**Run 1: wiring heat map**

19 x 14 tiles, from dark blue (low) to red (high), scaled to the fullest tile. Values are wire area over tile area, all layers added.
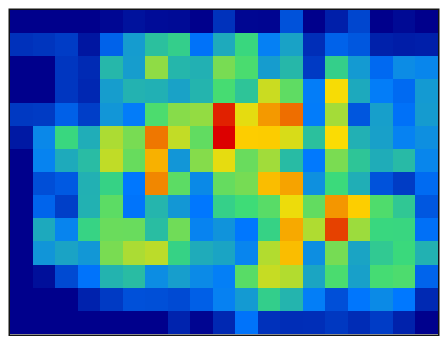
**Run 1: metal 3**

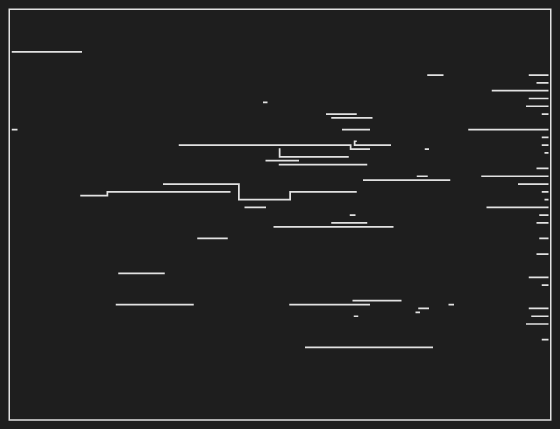
**Run 1: cell outlines without signal wires**

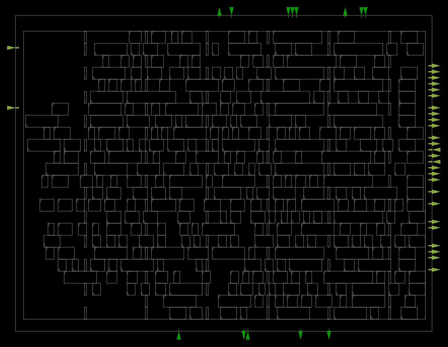
**Run 1: drive-strength map**

Scale bar: 20 um.
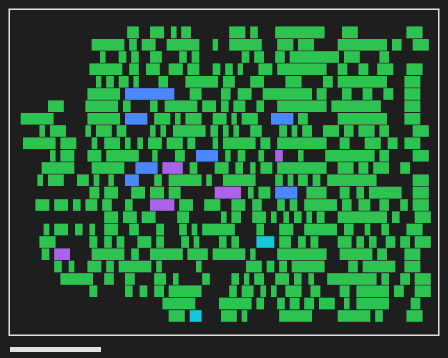
**config.mk**
```make
export PLATFORM = sky130hd
export DESIGN_NAME = instr_loader
export DESIGN_NICKNAME = d
export VERILOG_FILES = /design/src/rtl/instr_loader.sv
export SDC_FILE = /design/constraint.sdc
export NUM_CORES = 1
export LEC_CHECK = 0
export ABC_CLOCK_PERIOD_IN_PS = 6300
export CELL_PAD_IN_SITES_DETAIL_PLACEMENT = 1
export CELL_PAD_IN_SITES_GLOBAL_PLACEMENT = 1
export CORE_ASPECT_RATIO = 0.75
export CORE_MARGIN = 1.5
export CORE_UTILIZATION = 44
export CTS_CLUSTER_SIZE = 30
export DETAILED_ROUTE_END_ITERATION = 10
export GPL_ROUTABILITY_DRIVEN = 0
export GPL_TIMING_DRIVEN = 1
export HOLD_SLACK_MARGIN = 0.06
export PLACE_DENSITY = 0.85
export SLEW_MARGIN = 20
export SYNTH_ARGS = -nofsm -noshare
export SYNTH_HDL_FRONTEND = slang
export SYNTH_SLANG_ARGS = --single-unit
```
**constraint.sdc**
```tcl
create_clock -name clk -period 6.3 [get_ports clk]
set_clock_uncertainty 0.1 [all_clocks]
set_input_delay 0.945 -clock clk [delete_from_list [all_inputs] [get_ports clk]]
set_output_delay 0.945 -clock clk [all_outputs]
set_load 0.005 [all_outputs]
```
**src/rtl/instr_loader.sv**
```systemverilog
// Serial-link instruction loader: receives a length byte, big-endian 16-bit words
// and an XOR checksum byte, and writes each word into instruction memory.
module instr_loader (
   input  logic        clk,
   input  logic        reset,
   input  logic        start,
   input  logic [7:0]  byte_in,
   input  logic        byte_valid,
   output logic        byte_ready,
   output logic        wr_en,
   output logic [7:0]  wr_addr,
   output logic [15:0] wr_data,
   output logic        busy,
   output logic        load_done,
   output logic        chk_err
);

   typedef enum logic [2:0] {
      S_IDLE, S_LEN, S_HI, S_LO, S_WR, S_CHK, S_DONE
   } state_t;

   state_t     state_q, state_d;
   logic [7:0] len_q, len_d;
   logic [7:0] addr_q, addr_d;
   logic [7:0] cnt_q, cnt_d;
   logic [7:0] csum_q, csum_d;
   logic [7:0] hi_q, hi_d;
   logic [7:0] lo_q, lo_d;
   logic       load_done_q, load_done_d;
   logic       chk_err_q, chk_err_d;
   logic       accept;

   assign byte_ready = (state_q == S_LEN) || (state_q == S_HI) ||
                       (state_q == S_LO)  || (state_q == S_CHK);
   assign accept     = byte_valid && byte_ready;
   assign busy       = (state_q != S_IDLE);
   assign wr_en      = (state_q == S_WR);
   // Write bus is forced to zero outside WR so a quiescent loader drives all-zero outputs.
   assign wr_addr    = wr_en ? addr_q : 8'h00;
   assign wr_data    = wr_en ? {hi_q, lo_q} : 16'h0000;
   assign load_done  = load_done_q;
   assign chk_err    = chk_err_q;

   always_comb begin
      state_d     = state_q;
      len_d       = len_q;
      addr_d      = addr_q;
      cnt_d       = cnt_q;
      csum_d      = csum_q;
      hi_d        = hi_q;
      lo_d        = lo_q;
      load_done_d = load_done_q;
      chk_err_d   = chk_err_q;
      case (state_q)
         S_IDLE: begin
            if (start) begin
               state_d     = S_LEN;
               addr_d      = 8'h00;
               cnt_d       = 8'h00;
               csum_d      = 8'h00;
               load_done_d = 1'b0;
               chk_err_d   = 1'b0;
            end
         end
         S_LEN: begin
            if (accept) begin
               len_d   = byte_in;
               csum_d  = csum_q ^ byte_in;
               state_d = (byte_in == 8'h00) ? S_CHK : S_HI;
            end
         end
         S_HI: begin
            if (accept) begin
               hi_d    = byte_in;
               csum_d  = csum_q ^ byte_in;
               state_d = S_LO;
            end
         end
         S_LO: begin
            if (accept) begin
               lo_d    = byte_in;
               csum_d  = csum_q ^ byte_in;
               state_d = S_WR;
            end
         end
         S_WR: begin
            addr_d  = addr_q + 8'd1;
            cnt_d   = cnt_q + 8'd1;
            state_d = ((cnt_q + 8'd1) == len_q) ? S_CHK : S_HI;
         end
         S_CHK: begin
            if (accept) begin
               chk_err_d   = (byte_in != csum_q);
               load_done_d = 1'b1;
               state_d     = S_DONE;
            end
         end
         S_DONE:  state_d = S_IDLE;
         default: state_d = S_IDLE;
      endcase
   end

   always_ff @(posedge clk) begin
      if (reset) begin
         state_q     <= S_IDLE;
         len_q       <= 8'h00;
         addr_q      <= 8'h00;
         cnt_q       <= 8'h00;
         csum_q      <= 8'h00;
         load_done_q <= 1'b0;
         chk_err_q   <= 1'b0;
      end else begin
         state_q     <= state_d;
         len_q       <= len_d;
         addr_q      <= addr_d;
         cnt_q       <= cnt_d;
         csum_q      <= csum_d;
         load_done_q <= load_done_d;
         chk_err_q   <= chk_err_d;
      end
   end

   // Word assembly bytes are only observed in WR, which reset always leaves.
   always_ff @(posedge clk) begin
      hi_q <= hi_d;
      lo_q <= lo_d;
   end

endmodule

```
==> results.toml, run 1 <==
# physical design summary
[cells_and_area]
most_numerous_logic_cells_after_layout = "sky130_fd_sc_hd__clkdlybuf4s50_1, sky130_fd_sc_hd__dfxtp_1, sky130_fd_sc_hd__a21oi_1"
area_growth_syn_to_layout_pct = 18.78
sequential_share_of_cell_area_pct = 37.27
buf_share_pct = 12.45
nets = 349
finish.instance_area_um2 = 3277
n_all_buffers = 41
proportion_of_layout_cells_with_a_drive_suffix_above_1_pct = 4.167

[pwr]
p_seq_w = 0.000377
leakage_nw = 1.148
power.combinational.fraction_pct = 13.2
clock_group_share_of_total_power_pct = 33.5
power.density_nw_per_um2 = 215.9
share_seq_of_total_power_pct = 53.2
comb-power_w = 0.0000937
netSwitchingPower_w = 0.0001875

[clock_tree]
htree_levels = 2
holdBufCountCts = 0
cts_inserted_buffers = 5

[yosys]
synth_area_um2 = 2759
synth_top_cell_by_area = "sky130_fd_sc_hd__dfxtp_1"
edff_count_synth = 16
post-synth-top-area-fraction_pct = 26.85
synth-simple-area-share_pct = 26.67
synth.distinct_cells = 52
avgSynthCellArea_um2 = 8.987

[global_routing]
first_pass_grt_wire_length_um = 12300
first_global_vias = 2451
initial_antenna_violation_count = 0
grt.overflow.total = 0

[worst_setup_path]
crit_path_end_kind = "output port"
crit_buf_inv = 2
cpLargestDelayFamily = "buffers and inverters"
criticalPathCategory = "register to output port"
timing.reg2reg.setup_slack_ns = 3.40

[job]
cap_viol_max_count = 0

[route]
avgViaCountPerCell = 5.766

[worst_hold_path]
hold-path-cell-count = 2

[placed_design]
dp_cells = 406
dp.final_hpwl_um = 5451
placement.io_buffers = 40

[sta]
timing.final.ws_setup_ns = 2.335
fmaxAchievable_mhz = 252.2
setup-violations-final = 0

[status]
outcome = "complete, no violations"

[floorplanning]
ioPinCount = 41
About 'wiring heat map':
tiles over half the peak: 25%
fullest tile: 0.54
emptiest ninth of the die: top left
via count: 2,387
wire length per cell: 18.47 um
overall global routing resource usage: 23.60%

About 'metal 3':
longest straight run: 29.9 um
main direction: horizontal
met3 Use GR: 3.928%
aggregate routed wire length: 7647 um

About 'cell outlines without signal wires':
final core utilization: 55.11%
Taps Inserted: 78
area of the core region: 5946 um^2

About 'drive-strength map':
| color | size | cells | share |
|---|---|---|---|
| green | _0 and _1 cells | 322 | 96% |
| purple | _2 cells | 5 | 1.5% |
| blue | _6 and larger | 7 | 2.1% |
| cyan | _3 and _4 cells | 2 | 0.60% |

**Run 1: clock distribution**

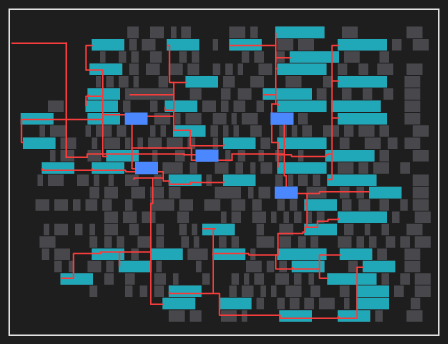

==> run 2, diff against run 1 <==
--- a/config.mk
+++ b/config.mk
@@ -5,18 +5,18 @@
 export SDC_FILE = /design/constraint.sdc
 export NUM_CORES = 1
 export LEC_CHECK = 0
-export ABC_CLOCK_PERIOD_IN_PS = 6300
+export ABC_CLOCK_PERIOD_IN_PS = 4000
 export CELL_PAD_IN_SITES_DETAIL_PLACEMENT = 1
 export CELL_PAD_IN_SITES_GLOBAL_PLACEMENT = 1
 export CORE_ASPECT_RATIO = 0.75
 export CORE_MARGIN = 1.5
-export CORE_UTILIZATION = 44
+export CORE_UTILIZATION = 41
 export CTS_CLUSTER_SIZE = 30
 export DETAILED_ROUTE_END_ITERATION = 10
 export GPL_ROUTABILITY_DRIVEN = 0
 export GPL_TIMING_DRIVEN = 1
 export HOLD_SLACK_MARGIN = 0.06
-export PLACE_DENSITY = 0.85
+export PLACE_DENSITY = 0.8
 export SLEW_MARGIN = 20
 export SYNTH_ARGS = -nofsm -noshare
 export SYNTH_HDL_FRONTEND = slang
==> constraint.sdc (replaced) <==
create_clock -name clk -period 4 [get_ports clk]
set_clock_uncertainty 0.1 [all_clocks]
set_input_delay 0.6 -clock clk [delete_from_list [all_inputs] [get_ports clk]]
set_output_delay 0.6 -clock clk [all_outputs]
set_load 0.005 [all_outputs]
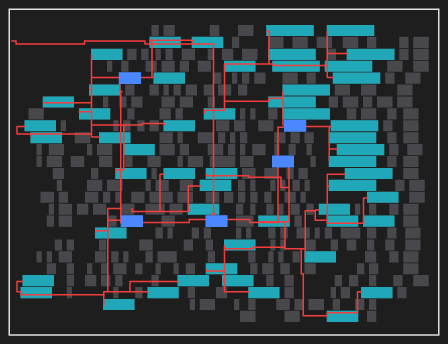
**Above:** run 2 (clock distribution).
[blue] clock drivers | count: 5
[red] clock wires | length: 700 um
[cyan] flip-flops | count: 53
flops lie: spread over the die
routed clock nets: 6

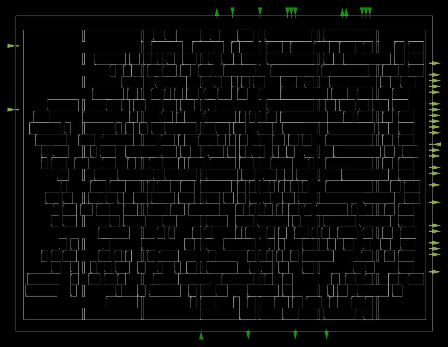
**Above:** run 2 (cell outlines without signal wires).
FF+latch count: 53
row count: 25
fill cell instance count of the final layout: 754
Taps Inserted: 81

==> run 2 against run 1 <==
Against the previous run: synthesized cell count is the same; largest cell class unchanged; critical path type unchanged; combinational power grew 55%; worst hold slack lost 0.028 ns; utilization shrank 4.2 points.
==> results.toml, run 2 <==
# physical design summary
[worst_setup_path]
crit_buf_inv = 2
crit_path_end_kind = "output port"
timing.reg2reg.setup_slack_ns = 1.29

[cells_and_area]
most_numerous_logic_cells_after_layout = "sky130_fd_sc_hd__clkdlybuf4s50_1, sky130_fd_sc_hd__dfxtp_1, sky130_fd_sc_hd__a21oi_1"
finish.instance_area_um2 = 3262
proportion_of_layout_cells_with_a_drive_suffix_above_1_pct = 4.154
area_growth_syn_to_layout_pct = 18.23

[route]
wl_per_cell_um = 16.62
dr_total_vias = 2298

[pwr]
comb-power_w = 0.000145
p_seq_w = 0.000592
clock_group_share_of_total_power_pct = 29.7
power.combinational.fraction_pct = 13.8

[placed_design]
dp_cells = 410
placement.io_buffers = 40

[global_routing]
global_route.usage.met3_pct = 3.571
first_global_vias = 2172
grt_util_all_layers_pct = 19.63

[worst_hold_path]
hold-path-cell-count = 2

[sta]
timing.final.ws_setup_ns = 0.7002

[job]
cap_viol_max_count = 0

[status]
outcome = "complete, no violations"

[clock_tree]
holdBufCountCts = 0

[yosys]
edff_count_synth = 16
Power and IR drop assume default switching activity.
